### Cell placement

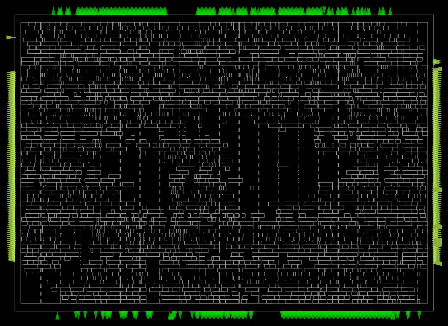
### Signal wires on met3

The bar under the picture is 100 um long.
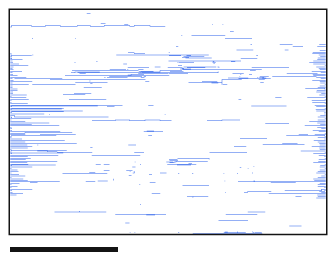
### Close-up of the layout

Region (126, 42) to (166, 82) um. Cells in gray, sequential cells in the stronger gray; small squares are vias.
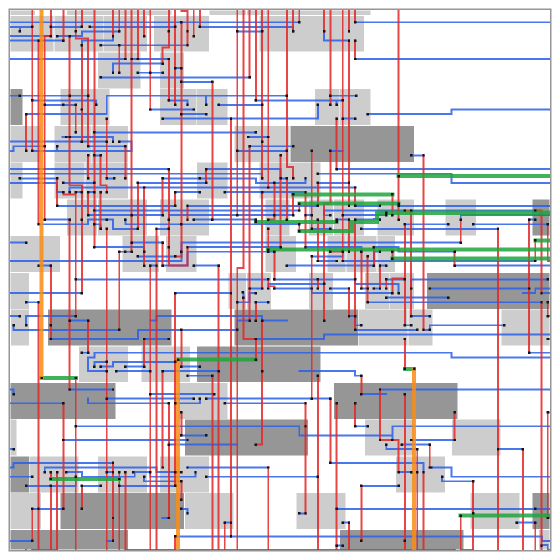
### Metal layers overlaid

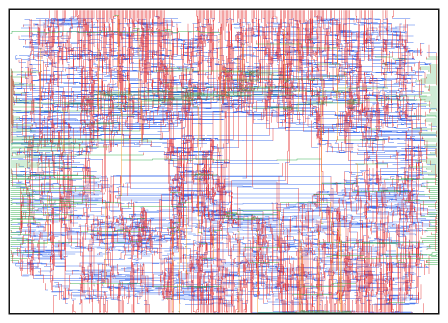
### config.mk
export PLATFORM = sky130hd
export DESIGN_NAME = rx_operand_assembler_flat
export DESIGN_NICKNAME = d
export VERILOG_FILES = /design/src/rtl/rx_assembler_pkg.sv /design/src/rtl/rx_operand_assembler_if.sv /design/src/rtl/rx_operand_assembler_gap_timer.sv /design/src/rtl/rx_operand_assembler.sv /design/src/flat_wrapper.sv
export SDC_FILE = /design/constraint.sdc
export NUM_CORES = 1
export LEC_CHECK = 0
export CORE_ASPECT_RATIO = 0.7
export CORE_MARGIN = 4
export CORE_UTILIZATION = 40
export DETAILED_ROUTE_END_ITERATION = 6
export PLACE_DENSITY_LB_ADDON = 0.15
export SLEW_MARGIN = 20
export SYNTH_ARGS = -nofsm -noshare
export SYNTH_HDL_FRONTEND = slang
export SYNTH_SLANG_ARGS = --single-unit
### constraint.sdc
create_clock -name clock -period 26.9 [get_ports clock]
set_input_delay 5.38 -clock clock [delete_from_list [all_inputs] [get_ports clock]]
set_output_delay 5.38 -clock clock [all_outputs]
set_load 0.01 [all_outputs]
### src/rtl/rx_assembler_pkg.sv
// Shared types and helpers for the receive operand assembler.
package rx_assembler_pkg;

  typedef enum logic [1:0] {
    ACCEPT = 2'd0,
    CHECK  = 2'd1,
    HOLD   = 2'd2
  } state_t;

  localparam logic [7:0] CHK_INIT = 8'h00;

  function automatic int bytes_per_frame(input int w, input int n);
    return (n * w) / 8;
  endfunction

endpackage

### src/rtl/rx_operand_assembler_if.sv
// Byte-stream input and operand-frame output bundle of the assembler.
interface rx_operand_assembler_if #(
  parameter int OPERAND_W    = 256,
  parameter int NUM_OPERANDS = 2
);
  import rx_assembler_pkg::*;

  localparam int FRAME_BYTES = bytes_per_frame(OPERAND_W, NUM_OPERANDS);
  localparam int CNT_W       = $clog2(FRAME_BYTES + 1);

  logic                              en_rx;
  logic [7:0]                        i_data_byte;
  logic                              i_data_avail;
  logic [NUM_OPERANDS*OPERAND_W-1:0] o_operands;
  logic                              o_valid;
  logic                              i_ready;
  logic [CNT_W-1:0]                  o_byte_count;
  logic                              o_err_timeout;
  logic                              o_overrun;
  logic                              o_err_chk;

  modport master (
    output en_rx, i_data_byte, i_data_avail, i_ready,
    input  o_operands, o_valid, o_byte_count, o_err_timeout, o_overrun, o_err_chk
  );

  modport slave (
    input  en_rx, i_data_byte, i_data_avail, i_ready,
    output o_operands, o_valid, o_byte_count, o_err_timeout, o_overrun, o_err_chk
  );

endinterface

### src/rtl/rx_operand_assembler_gap_timer.sv
// rx_gap_timer: inter-byte gap down-counter; load restarts the gap, expire
// strobes on the last counted cycle. TIMEOUT_CYCLES=0 removes the timer.
module rx_gap_timer #(
  parameter int TIMEOUT_CYCLES = 100000
) (
  input  logic clock,
  input  logic reset,
  input  logic load,
  input  logic clear,
  input  logic en,
  output logic expire
);

  generate
    if (TIMEOUT_CYCLES == 0) begin : g_off
      logic unused_timer;
      assign unused_timer = ^{clock, reset, load, clear, en};
      assign expire       = 1'b0;
    end else begin : g_on
      localparam int TW = $clog2(TIMEOUT_CYCLES + 1);
      logic [TW-1:0] rem;

      always_ff @(posedge clock or posedge reset) begin
        if (reset)                     rem <= '0;
        else if (load)                 rem <= TW'(TIMEOUT_CYCLES);
        else if (clear)                rem <= '0;
        else if (en && rem != '0)      rem <= rem - 1'b1;
      end

      assign expire = en && (rem == TW'(1));
    end
  endgenerate

endmodule

### src/rtl/rx_operand_assembler.sv
// Assembles a little-endian byte stream into NUM_OPERANDS x OPERAND_W operands
// with valid/ready hand-off and inter-byte timeout. Optional: RX_CHECKSUM_EN.
module rx_operand_assembler
  import rx_assembler_pkg::*;
#(
  parameter int OPERAND_W      = 256,
  parameter int NUM_OPERANDS   = 2,
  parameter int TIMEOUT_CYCLES = 100000
) (
  input logic                   clock,
  input logic                   reset,
  rx_operand_assembler_if.slave bus
);

  localparam int FRAME_BYTES = bytes_per_frame(OPERAND_W, NUM_OPERANDS);
  localparam int CNT_W       = $clog2(FRAME_BYTES + 1);
  localparam int BI_W        = (FRAME_BYTES > 1) ? $clog2(FRAME_BYTES) : 1;
  localparam logic [CNT_W-1:0] LAST = CNT_W'(FRAME_BYTES - 1);

  state_t                            state, state_n;
  logic [CNT_W-1:0]                  count, count_n;
  logic [NUM_OPERANDS*OPERAND_W-1:0] operands;
  logic                              wr_en;
  logic                              tmo, tmo_n, ovr, ovr_n, err, err_n;
  logic                              tmr_load, tmr_clear, tmr_en, tmr_expire;
  logic                              byte_in;

  assign byte_in = bus.en_rx & bus.i_data_avail;

`ifdef RX_CHECKSUM_EN
  logic [7:0] chk, chk_n;

  always_ff @(posedge clock or posedge reset) begin
    if (reset) chk <= CHK_INIT;
    else       chk <= chk_n;
  end
`endif

  rx_gap_timer #(.TIMEOUT_CYCLES(TIMEOUT_CYCLES)) u_gap_timer (
    .clock  (clock),
    .reset  (reset),
    .load   (tmr_load),
    .clear  (tmr_clear),
    .en     (tmr_en),
    .expire (tmr_expire)
  );

  always_comb begin
    state_n   = state;
    count_n   = count;
    wr_en     = 1'b0;
    tmo_n     = 1'b0;
    ovr_n     = 1'b0;
    err_n     = 1'b0;
    tmr_load  = 1'b0;
    tmr_clear = 1'b0;
`ifdef RX_CHECKSUM_EN
    chk_n     = chk;
`endif
    // Only a partially received frame ages; an arriving byte always beats expiry.
    tmr_en    = bus.en_rx && (state != HOLD) && (count != '0) && !byte_in;
    unique case (state)
      ACCEPT: begin
        if (byte_in) begin
          wr_en    = 1'b1;
          count_n  = count + 1'b1;
          tmr_load = 1'b1;
`ifdef RX_CHECKSUM_EN
          chk_n    = ((count == '0) ? CHK_INIT : chk) ^ bus.i_data_byte;
          if (count == LAST) state_n = CHECK;
`else
          if (count == LAST) state_n = HOLD;
`endif
        end else if (tmr_expire) begin
          tmo_n     = 1'b1;
          count_n   = '0;
          tmr_clear = 1'b1;
        end
      end
`ifdef RX_CHECKSUM_EN
      CHECK: begin
        if (byte_in) begin
          tmr_clear = 1'b1;
          if (bus.i_data_byte == chk) begin
            state_n = HOLD;
          end else begin
            err_n   = 1'b1;
            count_n = '0;
            state_n = ACCEPT;
          end
        end else if (tmr_expire) begin
          tmo_n     = 1'b1;
          count_n   = '0;
          tmr_clear = 1'b1;
          state_n   = ACCEPT;
        end
      end
`endif
      HOLD: begin
        ovr_n = byte_in;
        if (bus.i_ready) begin
          state_n = ACCEPT;
          count_n = '0;
        end
      end
      default: state_n = ACCEPT;
    endcase
  end

  always_ff @(posedge clock or posedge reset) begin
    if (reset) begin
      state    <= ACCEPT;
      count    <= '0;
      operands <= '0;
      tmo      <= 1'b0;
      ovr      <= 1'b0;
      err      <= 1'b0;
    end else begin
      state <= state_n;
      count <= count_n;
      tmo   <= tmo_n;
      ovr   <= ovr_n;
      err   <= err_n;
      // Byte lane = count*8; older bytes stay until overwritten.
      if (wr_en) operands[{count[BI_W-1:0], 3'b000} +: 8] <= bus.i_data_byte;
    end
  end

  assign bus.o_operands    = operands;
  assign bus.o_valid       = (state == HOLD);
  assign bus.o_byte_count  = count;
  assign bus.o_err_timeout = tmo;
  assign bus.o_overrun     = ovr;
`ifdef RX_CHECKSUM_EN
  assign bus.o_err_chk     = err;
`else
  assign bus.o_err_chk     = 1'b0;
  logic unused_err;
  assign unused_err = err;
`endif

endmodule

### src/flat_wrapper.sv
// flat-port wrapper written by rule: the top's interface ports become plain ports
module rx_operand_assembler_flat import rx_assembler_pkg::*;
#(
  parameter int OPERAND_W      = 256,
  parameter int NUM_OPERANDS   = 2,
  parameter int TIMEOUT_CYCLES = 100000
)
  (clock, reset, bus_en_rx, bus_i_data_byte, bus_i_data_avail, bus_i_ready, bus_o_operands, bus_o_valid, bus_o_byte_count, bus_o_err_timeout, bus_o_overrun, bus_o_err_chk);
  rx_operand_assembler_if #(.OPERAND_W(OPERAND_W), .NUM_OPERANDS(NUM_OPERANDS)) bus_i ();
  input logic clock;
  input logic reset;
  input wire logic [$bits(bus_i.en_rx)-1:0] bus_en_rx;
  input wire logic [$bits(bus_i.i_data_byte)-1:0] bus_i_data_byte;
  input wire logic [$bits(bus_i.i_data_avail)-1:0] bus_i_data_avail;
  input wire logic [$bits(bus_i.i_ready)-1:0] bus_i_ready;
  output wire logic [$bits(bus_i.o_operands)-1:0] bus_o_operands;
  output wire logic [$bits(bus_i.o_valid)-1:0] bus_o_valid;
  output wire logic [$bits(bus_i.o_byte_count)-1:0] bus_o_byte_count;
  output wire logic [$bits(bus_i.o_err_timeout)-1:0] bus_o_err_timeout;
  output wire logic [$bits(bus_i.o_overrun)-1:0] bus_o_overrun;
  output wire logic [$bits(bus_i.o_err_chk)-1:0] bus_o_err_chk;
  assign bus_i.en_rx = bus_en_rx;
  assign bus_i.i_data_byte = bus_i_data_byte;
  assign bus_i.i_data_avail = bus_i_data_avail;
  assign bus_i.i_ready = bus_i_ready;
  assign bus_o_operands = bus_i.o_operands;
  assign bus_o_valid = bus_i.o_valid;
  assign bus_o_byte_count = bus_i.o_byte_count;
  assign bus_o_err_timeout = bus_i.o_err_timeout;
  assign bus_o_overrun = bus_i.o_overrun;
  assign bus_o_err_chk = bus_i.o_err_chk;
  rx_operand_assembler #(.OPERAND_W(OPERAND_W), .NUM_OPERANDS(NUM_OPERANDS), .TIMEOUT_CYCLES(TIMEOUT_CYCLES)) u_core (.clock(clock), .reset(reset), .bus(bus_i));
endmodule
==> CHANGELOG.md <==
### Implementation results

- Outcome: finished clean
- CP delay by family, top: buffers and inverters
- Number of global-route vias before repair: 16727
- Setup violators final: 0
- Die Wd: 291.6 um
- Seq power: 0.00103 W
- Share of post-route cells with drive strength above 1: 25.40%
- Multi-input gates: 982
- Pwr top: sequential cells
- Worst Tran Pin Value: 1.073 ns
- Root Driver: clkbuf_16
- Drt pass-1 iters: 5
- Area grow syn2layout: 34.98%
- Input/output buffers: 534
- Detailed-route wire length per cell: 25.37 um
- Fmax achieved: 118.1 MHz
- Final Max Slew Viols: 0
- Largest net degree at the start of global routing: 144
- Clock Path Buffers: 3
- CP max stage delay: 0.81 ns
- Slew headroom: 28.46%
- Cell Pwr Density: 84.45 nW/um^2
- Tap cells: 740
- CP cell instances: clkdlybuf4s50_1 > inv_8 > buf_16 > buf_4 > buf_4 > buf_4
- Full die area: 60210 um^2
- Vias per inst: 5.386
- Hold Path Depth: 2
- XOR/XNOR Fraction of Synth Area: 0.4668%
- Final Wtd Congestion: 0.8333
- Yosys Instances: 1693
- 1st-iter DRT viols: 1043
- Post-Synth Simple-Gate Area: 9.836%
- Post-DP HPWL: 52830 um
- Register Area: 13490 um^2
- Syn Inst Count: 1693
- HP Start: u_core.bus.o_operands[489]
- Metal-1 WL: 33580 um
- Layout Nets: 2221
- Max-area cell class: sequential cells
- Startpoint Class: input port
- Diode count: 0
- Signal inverters: 63
- Uppermost layer routed: met4
- Worst hold path type: reg -> reg
- LEAKAGE: 13.81 nW
- Seq cells: 539
- Data arrival, critical path: 9.08 ns
- Tool warnings: 33
- Met2 Track Usage GR: 38.60%
- Critical Path Source: reset
- Final instance area: 30390 um^2
- Switching Share: 33.02%
- Most common logic cell in the routed design: dfrtp_1
- RSZ-0062 raised after global routing: no
- Layout clock buffers: 75
- Routed Antenna Nets: 0
- Grt ovf: 0
- Post-synth ARST share: 100.0%
- Worst reg2reg setup slack: 22.34 ns
- Syn. warnings: 0
- Reg2reg end: u_core.bus.o_operands[263]
- R2R depth: 7
- Slowest cell on crit path: buf_4
- First-pass GRT wire length: 112500 um
- Crit path DRT: 27.51 ns
- Worst hold endpoint: u_core.bus.o_operands[489]
- Int Pwr: 0.001719 W
- Post-CTS Resized: 0
- GR Util met1: 34.31%
- Post-synth tally of flip-flops with integrated enable: 0
- Clock group: 0.000762 W
- Dpl ws: 17.59 ns
- Num rows: 72
- Final Hold Viols: 0
- Critical Path Stages: 6
- Initial antenna violation count: 0
- Max Fanout on Critical Path: 106
- Buffers, non-clock: 562
- H-tree lvl count: 2
- Adder share: 0.3890%
- Net Count, Synth: 1713
- DR WL met2: 34740 um
- Register area share after synthesis: 59.91%
- Seq pwr share: 40.2%
- Hold_ws: 0.4843 ns
- Comb pwr share: 30.1%
- Flop share of the area: 44.38%
- Post-DP Area: 28560 um^2
- Skew-Pair Late Insertion Delay: 0.59 ns
- Largest register FFs: 512
Notes on 'Cell placement' above:
Finished Layout Cells: 2980
FILL cells: 4636
Core Util, Final: 54.77%
CORE AREA: 55490 um^2

Notes on 'Signal wires on met3' above:
wire length on this layer = 5550 um
share of all routed wire = 7.3%
longest straight run = 103 um
final WL: 75600 um
M3 GR Usage: 6.510%

Notes on 'Close-up of the layout' above:
red -> met2
blue -> met1
green -> met3
orange -> met4
cells with their middle in the window = 67
most frequent = dfrtp_1 (11), a32o_1 (7), clkdlybuf4s50_1 (7)
sequential cells in the window = 11
netlist names of flops here include = u_core.bus.o_operands (10), u_core.bus.o_byte_count (1)

Notes on 'Metal layers overlaid' above:
orange -> met4  # wire length 1730 um
green -> met3  # wire length 5550 um
red -> met2  # wire length 34.7 mm
blue -> met1  # wire length 33.6 mm
aggregate global-route resource usage: 24.56%
via count: 16050

-- Yosys cell counts, drive strengths merged, types with 4 or more instances --
library cell,instances,area share [%]
dfrtp,539,60
mux2,383,19
o21ai,125,2.8
nor2,92,1.6
nand2,72,1.3
clkbuf,71,1.2
inv,63,1.1
nor3,41,1.9
buf,38,0.93
nand3,38,0.84
mux2i,32,1.4
nand4,31,0.86
a32o,21,0.93
nor4,17,1.2
or3,11,0.33
and2,9,0.25
xor2,9,0.35
and3,8,0.22
ha,7,0.39
or4,7,0.27
a22o,6,0.23
nor4b,6,0.30
o2111ai,6,0.29
a21oi,5,0.11
nor2b,5,0.14
o21a,5,0.17
a31oi,4,0.11
nand2b,4,0.11
Power is estimated from default activity; no workload was simulated.
